===== config.mk =====
export PLATFORM = sky130hd
export DESIGN_NAME = adc_scale_sequencer
export DESIGN_NICKNAME = d
export VERILOG_FILES = /design/src/rtl/adc_scale_pkg.sv /design/src/rtl/adc_scale_sequencer_bin2bcd_seq.sv /design/src/rtl/adc_scale_sequencer.sv
export SDC_FILE = /design/constraint.sdc
export NUM_CORES = 1
export LEC_CHECK = 0
export CAP_MARGIN = 0
export CORE_MARGIN = 3
export CORE_UTILIZATION = 40
export CTS_CLUSTER_DIAMETER = 100
export DETAILED_ROUTE_END_ITERATION = 10
export GPL_TIMING_DRIVEN = 1
export PLACE_DENSITY = 0.62
export SETUP_SLACK_MARGIN = 0.15
export SLEW_MARGIN = 10
export SYNTH_ARGS = -nofsm -noshare
export SYNTH_HDL_FRONTEND = slang
export SYNTH_SLANG_ARGS = --single-unit

===== constraint.sdc =====
create_clock -name i_clk -period 5.6 [get_ports i_clk]
set_clock_uncertainty 0.05 [all_clocks]
set_input_delay 1.12 -clock i_clk [delete_from_list [all_inputs] [get_ports i_clk]]
set_output_delay 1.12 -clock i_clk [all_outputs]
set_load 0.03 [all_outputs]

===== src/rtl/adc_scale_pkg.sv =====
// Shared widths, cycle counts, FSM encoding and the double-dabble step
// used by the ADC scaling/BCD sequencer.
package adc_scale_pkg;
    localparam int SAMPLE_W   = 12;
    localparam int DIGITS     = 6;
    localparam int PROD_W     = 31;
    localparam int QUO_W      = 20;
    localparam int BCD_W      = 24;
    localparam int DIV_CYCLES = 31;
    localparam int BCD_CYCLES = 20;

    typedef enum logic [2:0] {
        ST_IDLE = 3'd0,
        ST_LOAD = 3'd1,
        ST_DIV  = 3'd2,
        ST_BCD  = 3'd3,
        ST_OUT  = 3'd4
    } state_t;

    // Add 3 to every digit >= 5, then shift in the next binary bit.
    function automatic logic [BCD_W-1:0] dabble_step(input logic [BCD_W-1:0] bcd,
                                                     input logic bin_msb);
        logic [BCD_W-1:0] adj;
        adj = bcd;
        for (int d = 0; d < DIGITS; d++) begin
            adj[4*d +: 4] = (adj[4*d +: 4] >= 4'd5) ? adj[4*d +: 4] + 4'd3 : adj[4*d +: 4];
        end
        return (adj << 1) | BCD_W'(bin_msb);
    endfunction
endpackage


===== src/rtl/adc_scale_sequencer_bin2bcd_seq.sv =====
// Sequential double-dabble: the start cycle performs the first step, so the
// full 20-step conversion ends with o_done one cycle after the last step.
module bin2bcd_seq
    import adc_scale_pkg::*;
(
    input  logic             i_clk,
    input  logic             i_reset,
    input  logic             i_start,
    input  logic [QUO_W-1:0] i_bin,
    output logic             o_done,
    output logic [BCD_W-1:0] o_bcd
);
    logic [QUO_W-1:0] r_bin;
    logic [BCD_W-1:0] r_bcd;
    logic [4:0]       r_cnt;
    logic             r_active;
    logic             r_done;

    // Shift/add-3 loop; r_cnt counts the steps still to go after the start step.
    always_ff @(posedge i_clk) begin
        if (i_reset) begin
            r_bin    <= '0;
            r_bcd    <= '0;
            r_cnt    <= 5'd0;
            r_active <= 1'b0;
            r_done   <= 1'b0;
        end else begin
            r_done <= 1'b0;
            if (i_start) begin
                r_bcd    <= dabble_step('0, i_bin[QUO_W-1]);
                r_bin    <= i_bin << 1;
                r_cnt    <= 5'(BCD_CYCLES - 1);
                r_active <= 1'b1;
            end else if (r_active) begin
                r_bcd <= dabble_step(r_bcd, r_bin[QUO_W-1]);
                r_bin <= r_bin << 1;
                r_cnt <= r_cnt - 5'd1;
                if (r_cnt == 5'd1) begin
                    r_active <= 1'b0;
                    r_done   <= 1'b1;
                end
            end
        end
    end

    assign o_done = r_done;
    assign o_bcd  = r_bcd;
endmodule


===== src/rtl/adc_scale_sequencer.sv =====
// Round-robin shared ADC scaler: grant, multiply by FULL_SCALE, restoring
// divide by ADC_MAX, convert to six BCD digits, present one result per job.
module adc_scale_sequencer
    import adc_scale_pkg::*;
#(
    parameter int NUM_CH     = 4,
    parameter int FULL_SCALE = 500000,
    parameter int ADC_MAX    = 4095,
    localparam int CH_W      = (NUM_CH > 1) ? $clog2(NUM_CH) : 1
) (
    input  logic                       i_clk,
    input  logic                       i_reset,
    input  logic [NUM_CH-1:0]          i_req,
    input  logic [NUM_CH*SAMPLE_W-1:0] i_sample,
    output logic [NUM_CH-1:0]          o_ack,
    output logic                       o_busy,
    output logic                       o_out_valid,
    output logic [CH_W-1:0]            o_out_ch,
    output logic [3:0]                 o_dig_5,
    output logic [3:0]                 o_dig_4,
    output logic [3:0]                 o_dig_3,
    output logic [3:0]                 o_dig_2,
    output logic [3:0]                 o_dig_1,
    output logic [3:0]                 o_dig_0
);
    localparam int REM_W = $clog2(ADC_MAX + 1);

    state_t              r_state;
    logic [CH_W-1:0]     r_ptr;
    logic [CH_W-1:0]     r_ch;
    logic [SAMPLE_W-1:0] r_sample;
    logic [PROD_W-1:0]   r_prod;
    logic [REM_W-1:0]    r_rem;
    logic [4:0]          r_cnt;
    logic                r_busy;
    logic                r_out_valid;
    logic [CH_W-1:0]     r_out_ch;
    logic [BCD_W-1:0]    r_dig;

    logic                w_any;
    logic [CH_W-1:0]     w_grant;
    logic                w_take;
    logic [CH_W-1:0]     w_ptr_nx;
    logic [REM_W:0]      w_rem_sh;
    logic                w_ge;
    logic [REM_W-1:0]    w_rem_nx;
    logic [PROD_W-1:0]   w_quo_nx;
    logic                w_bcd_start;
    logic                w_bcd_done;
    logic [BCD_W-1:0]    w_bcd;

    // First requester at or after the round-robin pointer, wrapping.
    always_comb begin
        w_any   = 1'b0;
        w_grant = '0;
        for (int k = 0; k < NUM_CH; k++) begin
            if (!w_any && i_req[(int'(r_ptr) + k) % NUM_CH]) begin
                w_any   = 1'b1;
                w_grant = CH_W'((int'(r_ptr) + k) % NUM_CH);
            end else begin
                w_any   = w_any;
            end
        end
    end

    assign w_take   = (r_state == ST_IDLE) && w_any && !i_reset;
    assign w_ptr_nx = CH_W'((int'(w_grant) + 1) % NUM_CH);
    assign o_ack    = w_take ? (NUM_CH'(1) << w_grant) : '0;

    // One restoring-divide step; the quotient bit shifts into the product register.
    assign w_rem_sh = {r_rem, r_prod[PROD_W-1]};
    assign w_ge     = (w_rem_sh >= (REM_W+1)'(ADC_MAX));
    assign w_rem_nx = w_ge ? REM_W'(w_rem_sh - (REM_W+1)'(ADC_MAX)) : REM_W'(w_rem_sh);
    assign w_quo_nx = {r_prod[PROD_W-2:0], w_ge};

    // The converter starts on the final divide step so BCD spans exactly 20 cycles.
    assign w_bcd_start = (r_state == ST_DIV) && (r_cnt == 5'd0);

    bin2bcd_seq u_bin2bcd (
        .i_clk   (i_clk),
        .i_reset (i_reset),
        .i_start (w_bcd_start),
        .i_bin   (w_quo_nx[QUO_W-1:0]),
        .o_done  (w_bcd_done),
        .o_bcd   (w_bcd)
    );

    // Job sequencing FSM with registered status and result outputs.
    always_ff @(posedge i_clk) begin
        if (i_reset) begin
            r_state     <= ST_IDLE;
            r_ptr       <= '0;
            r_ch        <= '0;
            r_sample    <= '0;
            r_prod      <= '0;
            r_rem       <= '0;
            r_cnt       <= 5'd0;
            r_busy      <= 1'b0;
            r_out_valid <= 1'b0;
            r_out_ch    <= '0;
            r_dig       <= '0;
        end else begin
            r_out_valid <= 1'b0;
            case (r_state)
                ST_IDLE: begin
                    if (w_take) begin
                        r_sample <= i_sample[SAMPLE_W*int'(w_grant) +: SAMPLE_W];
                        r_ch     <= w_grant;
                        r_ptr    <= w_ptr_nx;
                        r_busy   <= 1'b1;
                        r_state  <= ST_LOAD;
                    end
                end
                ST_LOAD: begin
                    r_prod  <= PROD_W'(r_sample) * PROD_W'(FULL_SCALE);
                    r_rem   <= '0;
                    r_cnt   <= 5'(DIV_CYCLES - 1);
                    r_state <= ST_DIV;
                end
                ST_DIV: begin
                    r_rem  <= w_rem_nx;
                    r_prod <= w_quo_nx;
                    if (r_cnt == 5'd0) begin
                        r_state <= ST_BCD;
                    end else begin
                        r_cnt <= r_cnt - 5'd1;
                    end
                end
                ST_BCD: begin
                    if (w_bcd_done) begin
                        r_dig       <= w_bcd;
                        r_out_ch    <= r_ch;
                        r_out_valid <= 1'b1;
                        r_state     <= ST_OUT;
                    end
                end
                ST_OUT: begin
                    r_busy  <= 1'b0;
                    r_state <= ST_IDLE;
                end
                default: begin
                    r_busy  <= 1'b0;
                    r_state <= ST_IDLE;
                end
            endcase
        end
    end

    assign o_busy      = r_busy;
    assign o_out_valid = r_out_valid;
    assign o_out_ch    = r_out_ch;
    assign o_dig_5     = r_dig[23:20];
    assign o_dig_4     = r_dig[19:16];
    assign o_dig_3     = r_dig[15:12];
    assign o_dig_2     = r_dig[11:8];
    assign o_dig_1     = r_dig[7:4];
    assign o_dig_0     = r_dig[3:0];
endmodule


Figure 1. Clock wires, drivers and flops (run 1).
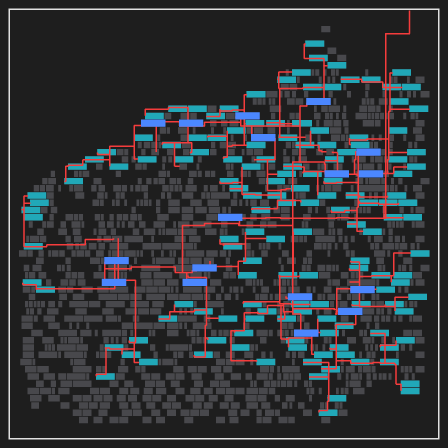
flip-flops -> cyan  # count 145
clock wires -> red  # length 1950 um
cells driving clock nets -> blue  # count 17
routed clock nets = 18
proportion of power drawn by the clock network: 21.9%
power consumed by the clock network: 1160 uW

Figure 2. Cells by drive strength (run 1).
Bar = 50 um.
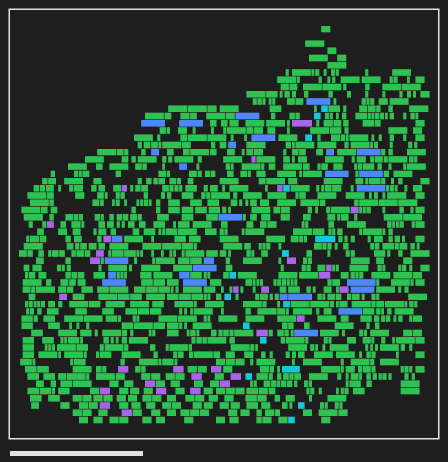
drive 3 to 4 -> cyan  # cells 15, share 1.3%
drive 6 and up -> blue  # cells 28, share 2.4%
drive 2 -> purple  # cells 30, share 2.5%
drive 1 or less -> green  # cells 1104, share 94%

Figure 3. Wiring heat map (run 1).
The die is cut into 32 by 32 equal tiles; dark blue is low, red is high, scaled to the fullest tile. Values are wire area over tile area, all layers added.
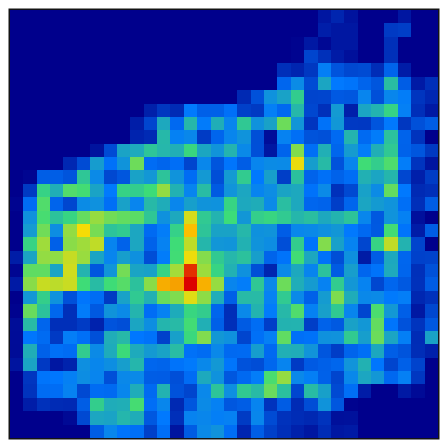
mean over tiles = 0.13
densest ninth of the die = center
tiles over half the peak = 7.6%
combined global-route utilization of all metal layers: 17.1%
count of vias placed by the detailed router: 7750
total length of routed wires: 21.4 mm
average wire length per cell after detail routing: 14.3 um

==> results.yml, run 1 <==
# physical design summary
clock_tree:
  buffer_depth_of_the_longest_clock_path: 2
  clock_insertion_delay_worst_skew_ns: 0.43
  inserted_clock_buffers: 17
  cts.sinks: 145
  post_cts_resize_count: 0
  clk_pin_slew_worst_paths_ns: 0.07
  cts_max_level: 4
  ctsHoldBuffers: 0
run_status:
  run_status: "completed"
logic_synthesis:
  post-synth-top-area-cell: "sky130_fd_sc_hd__dfxtp_1"
  area_leaders: "sky130_fd_sc_hd__dfxtp_1 (30%), sky130_fd_sc_hd__ha_1 (13%), sky130_fd_sc_hd__fa_1 (7.3%)"
  edf_count: 0
  xor_area_share_pct: 3.29
  postSynthRegisterBits: 145
  syn_area_um2: 9590
  ys_top_logic_family: "adder cells"
  flop_cell: "sky130_fd_sc_hd__dfxtp_1"
  mux_area_share_pct: 6.83
  asyncSetResetFlopFracSynth_pct: 0
  fa_ha_area_share_pct: 20.7
  synth_sequential_area_ratio_pct: 30.3
  mappedNetlistNets: 1300
  synth_area_per_cell_um2: 8.66
  simple_gate_share_pct: 15.0
  area_share_of_the_largest_cell_type_after_synthesis_pct: 30.3
  synth.yosys.chip_area_um2: 9590
layout:
  most_instantiated_logic_cells_after_routing: "sky130_fd_sc_hd__dfxtp_1 (144), sky130_fd_sc_hd__nand2_1 (116), sky130_fd_sc_hd__a21oi_1 (108), sky130_fd_sc_hd__ha_1 (103), sky130_fd_sc_hd__inv_1 (92)"
  final_standard_cell_utilization_of_the_core_pct: 47.7
  fin_cells: 1496
  finish.net_count: 1356
  drive_above_1_share_pct: 6.20
  post-route-cell-area_um2: 11200
  synthToLayoutAreaGrowth_pct: 17.0
  layout_top_cell: "sky130_fd_sc_hd__dfxtp_1"
timing:
  layout_min_cycle_time_ns: 4.82
  pins_over_their_slew_limit: 0
  grt_setup_unrepaired: "false"
  timing.final.setup_violations: 0
  fin_hold_ws_ns: 0.402
  post-route-period-util_pct: 86.1
die:
  die_width_um: 161
  count_of_standard_cell_rows: 56
  die_h_um: 161
  design.portCount: 86
worst_setup_path:
  worst_setup_path_start_kind: "flip-flop"
  worst-endpoint-required_ns: 5.84
  delay_heaviest_family_cp: "adder cells"
  worstSetupPathType: "reg2reg"
  rr_worst_depth: 16
  worst_path_most_repeated_cell: "sky130_fd_sc_hd__inv_1"
  timing.critical_path.depth: 16
  crit_path_top_delay_cell: "sky130_fd_sc_hd__fa_1"
  category_of_the_worst_setup_path_capture_point: "flip-flop"
  worst_path_largest_cell_delay_ns: 0.53
  critical_path.cell_chain: "inv_1 > fa_1 > inv_1 > ha_1 > inv_1 > fa_1 > inv_1 > fa_1 > ha_1 > ha_1 > a21oi_1 > o21ai_0 > a311oi_1 > o31ai_1 > xnor2_1 > o22ai_1"
global_route:
  use_met2_pct: 29.4
  grt-ovfl-total: 0
  grt_max_degree: 61
  grt_pass1_vias: 7514
  groute.layer.met1.usage_pct: 21.7
  gr_met3_demand_resource_pct: 3.28
  busiest_layer: "met2"
power:
  irDropWorstVdd_mv: 0.568
  leakage_uw: 0.00461
placed_design:
  finalWeightedCongestion: 0.857
job:
  log.warning_count: 41
routing:
  drc: 0
  dr.first_iter.drc_count: 360
  routed_via_density: 5.18
min_path:
  hold_path_class: "reg2reg"
## run 1: per-layer routing
| metal | vias up | routed length (um) |
|---|---|---|
| li1 | 3962 | - |
| met4 | 0 | 450 |
| met2 | 94 | 10600 |
| met3 | 28 | 653 |
| met5 | - | 0 |
| met1 | 3666 | 9750 |
## run 1: area by class of cell
cell class	instances	area, um2
repair buffers	95	923
fillers	2350	12300
well taps	319	399
inverters	92	345
clock inverters	14	166
multi-input cells	813	6060
clock buffers	18	429
flip-flops and latches	145	2900
## run 1: registers in the layout (all words and copies together), names as in the netlist
register / cells
u_bin2bcd.r_active: 1
o_out_ch: 2
u_bin2bcd.r_bin: 19
u_bin2bcd.o_done: 1
u_bin2bcd.o_bcd: 24
o_out_valid: 1
u_bin2bcd.r_cnt: 5
r_sample: 12
r_ch: 2
r_rem: 12
r_cnt: 5
r_prod: 31
r_ptr: 2
o_busy: 1
r_state: 3
r_dig: 24
## run 1: worst min-delay path, cell delays in order (launching register included)
cell and delay, ns:
sky130_fd_sc_hd__dfxtp_1 0.31, sky130_fd_sc_hd__nand2_1 0.05, sky130_fd_sc_hd__a21oi_1 0.05
## run 1: report_power, final
group	internal [uW]	leakage, uW	switching, uW
clock	673	0.000288	487
combinational	1150	0.00314	1680
sequential	1160	0.00118	137
total	2980	0.00461	2310
## run 1: path summary, 6_finish.rpt
kind,endpoint,from
worst max-delay path,r_prod[28]$_SDFFE_PP0P_,r_sample[7]$_SDFFE_PP0P_
worst min-delay path,r_dig[6]$_SDFFE_PP0P_,r_dig[6]$_SDFFE_PP0P_
worst max register to register,r_prod[28]$_SDFFE_PP0P_,r_sample[7]$_SDFFE_PP0P_
worst min register to register,r_dig[6]$_SDFFE_PP0P_,r_dig[6]$_SDFFE_PP0P_
## Run 2: what changed since run 1
- ABC_AREA: default -> 1
Figure 4. Cells by drive strength (run 2).
Bar = 50 um.
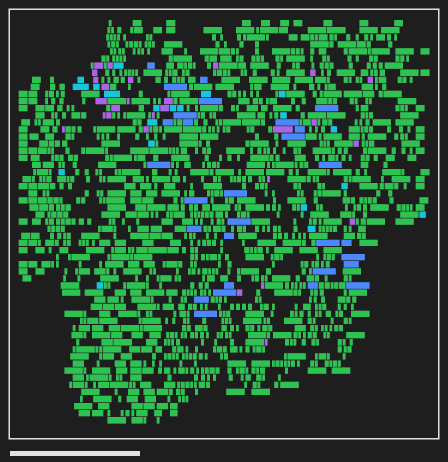
drive 1 or less -> green  # cells 1383, share 95%
drive 3 to 4 -> cyan  # cells 20, share 1.4%
drive 6 and up -> blue  # cells 29, share 2.0%
drive 2 -> purple  # cells 27, share 1.9%

Figure 5. Clock wires, drivers and flops (run 2).
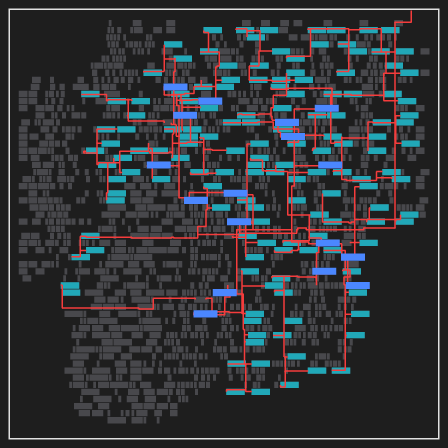
cells driving clock nets -> blue  # count 17
clock wires -> red  # length 2030 um
flip-flops -> cyan  # count 145
routed clock nets = 18

==> results.yml, run 2 <==
# physical design summary
routing:
  maxUsedRoutingLayer: "met4"
  m1WireLength_mm: 11.4
  routed_wirelength_mm: 23.3
  detail_route.wl_per_cell_um: 13.1
  num_vias: 8877
  routed_via_density: 4.98
  dr_wl_met3_um: 887
  drc: 0
  length_of_routed_met2_wiring_mm: 10.7
  dr.first_iter.drc_count: 451
layout:
  most_instantiated_logic_cells_after_routing: "sky130_fd_sc_hd__nand2_1 (347), sky130_fd_sc_hd__inv_1 (179), sky130_fd_sc_hd__dfxtp_1 (144), sky130_fd_sc_hd__nand3_1 (126), sky130_fd_sc_hd__a21oi_1 (120)"
  seqCellArea_um2: 2900
  max_reg_flops: 31
  finish.net_count: 1638
  largest_register: "r_prod"
  fin_cells: 1783
  multiInputGateArea_um2: 6120
  num_antenna_cells: 0
  post-route-cell-area_um2: 11700
  final_standard_cell_utilization_of_the_core_pct: 47.7
  synthToLayoutAreaGrowth_pct: 16.6
  filler_cell_count: 2457
  drive_above_1_share_pct: 5.21
  layout_top_cell: "sky130_fd_sc_hd__nand2_1"
timing:
  fin_hold_ws_ns: 0.412
  pins_over_their_slew_limit: 0
  grt_setup_unrepaired: "false"
  final_critical_path_setup_slack_ns: 0.576
  layout_min_cycle_time_ns: 5.02
  timing.final.setup_violations: 0
  post-route-period-util_pct: 89.7
  setup-tns-final_ns: 0
worst_setup_path:
  worst-endpoint-required_ns: 4.43
  worstSetupPathType: "in2out"
  category_of_the_worst_setup_path_capture_point: "primary output"
  worst_setup_path_start_kind: "input pin"
  delay_heaviest_family_cp: "buffers and inverters"
  critPathArrivalTime_ns: 3.85
  critical_path.cell_chain: "clkdlybuf4s50_1 > inv_1 > nand2_1 > nand3_1 > nand2_2 > inv_1 > nand2_1 > nand2_2 > nand3_4 > inv_1 > ha_1 > inv_1 > nor2_1 > clkdlybuf4s50_1"
  crit_path_top_delay_cell: "sky130_fd_sc_hd__clkdlybuf4s50_1"
  worst_path_largest_cell_delay_ns: 0.69
  number_of_buffers_and_inverters_on_the_critical_path: 6
  worst_path_most_repeated_cell: "sky130_fd_sc_hd__inv_1"
clock_tree:
  ctsHoldBuffers: 0
  clock_insertion_delay_worst_skew_ns: 0.43
  cts.sinks: 145
  clk_pin_slew_worst_paths_ns: 0.08
  cts_max_level: 4
  inserted_clock_buffers: 17
  post_cts_resize_count: 0
  buffer_depth_of_the_longest_clock_path: 2
min_path:
  hold_path_class: "reg2reg"
logic_synthesis:
  asyncSetResetFlopFracSynth_pct: 0
  area_share_of_the_largest_cell_type_after_synthesis_pct: 29.0
  mappedNetlistNets: 1581
  synth.yosys.num_cells: 1389
  synth_area_per_cell_um2: 7.20
  flop_cell: "sky130_fd_sc_hd__dfxtp_1"
  postSynthRegisterBits: 145
  syn_area_um2: 10000
  most_common_cell: "sky130_fd_sc_hd__nand2_1"
  area_leaders: "sky130_fd_sc_hd__dfxtp_1 (29%), sky130_fd_sc_hd__nand2_1 (13%), sky130_fd_sc_hd__ha_1 (13%)"
  post-synth-top-area-cell: "sky130_fd_sc_hd__dfxtp_1"
  synth_sequential_area_ratio_pct: 29.0
  edf_count: 0
  synth.yosys.chip_area_um2: 10000
power:
  irDropWorstVdd_mv: 0.262
  leakage_uw: 0.00507
global_route:
  gr_met3_demand_resource_pct: 2.77
  groute.layer.met1.usage_pct: 24.9
  grt_util_all_layers_pct: 18.2
  grt_pass1_wl_mm: 41.1
  grt_pass1_vias: 8687
  use_met2_pct: 29.8
  grt-ovfl-total: 0
  busiest_layer: "met2"
  grt_max_degree: 67
run_status:
  run_status: "completed"
job:
  log.warning_count: 41
  drv.max_cap_violation_count: 0
die:
  design.portCount: 86
  core_area_um2: 24500
  die_h_um: 164
  count_of_standard_cell_rows: 57
  die_width_um: 164
placed_design:
  buffer_ports.inserted: 85
  finalWeightedCongestion: 0.895
## run 2: netlist changes by cell type in the layout (fill, tap and decap cells not counted), sizes merged, moves of 20 or more
cell and change:
o21ai +25, a22oi -29, nor2 -27, mux2i -52, inv +94, nand3 +114, nand4 +26, nand2 +237
a211oi -20
## run 2: kinds of logic after synthesis
| kind of cell | count (synthesis) | synth area share [%] |
|---|---|---|
| DFF | 145 | 29.0 |
| and+or+nand+nor | 589 | 25.8 |
| buffers and inverters | 246 | 9.76 |
| xor gates and xnor gates | 31 | 2.71 |
| adders and majority gates | 138 | 19.9 |
| AOI/OAI and AO/OA | 240 | 12.8 |
## run 2: cell type report
type | instances | share of cell area, %
clock inverters | 15 | 1.44
clock buffers | 17 | 3.65
inverters | 189 | 6.12
multi-input cells | 998 | 52.5
flip-flops and latches | 145 | 24.9
repair buffers | 95 | 7.92
well taps | 324 | 3.48
## run 2: path summary, 6_finish.rpt
kind	from	end	slack, ns	cells after the start
setup / recovery	i_req[1]	o_ack[3]	0.58	14
hold / removal	r_dig[7]$_SDFFE_PP0P_	r_dig[7]$_SDFFE_PP0P_	0.41	2
setup reg to reg	r_sample[4]$_SDFFE_PP0P_	r_prod[29]$_SDFFE_PP0P_	1.07	17
hold reg to reg	r_dig[7]$_SDFFE_PP0P_	r_dig[7]$_SDFFE_PP0P_	0.41	2
## run 2: power by group
part	switching [uW]	internal [uW]
combinational	2810	1600
sequential	233	1220
clock	532	600
## run 2: tightest hold or removal path: stages (launching register included)
cell	delay (ns)
sky130_fd_sc_hd__dfxtp_1	0.31
sky130_fd_sc_hd__nand2_1	0.06
sky130_fd_sc_hd__a21oi_1	0.05
Power figures rest on the tool's default switching activity, not on a simulated workload.
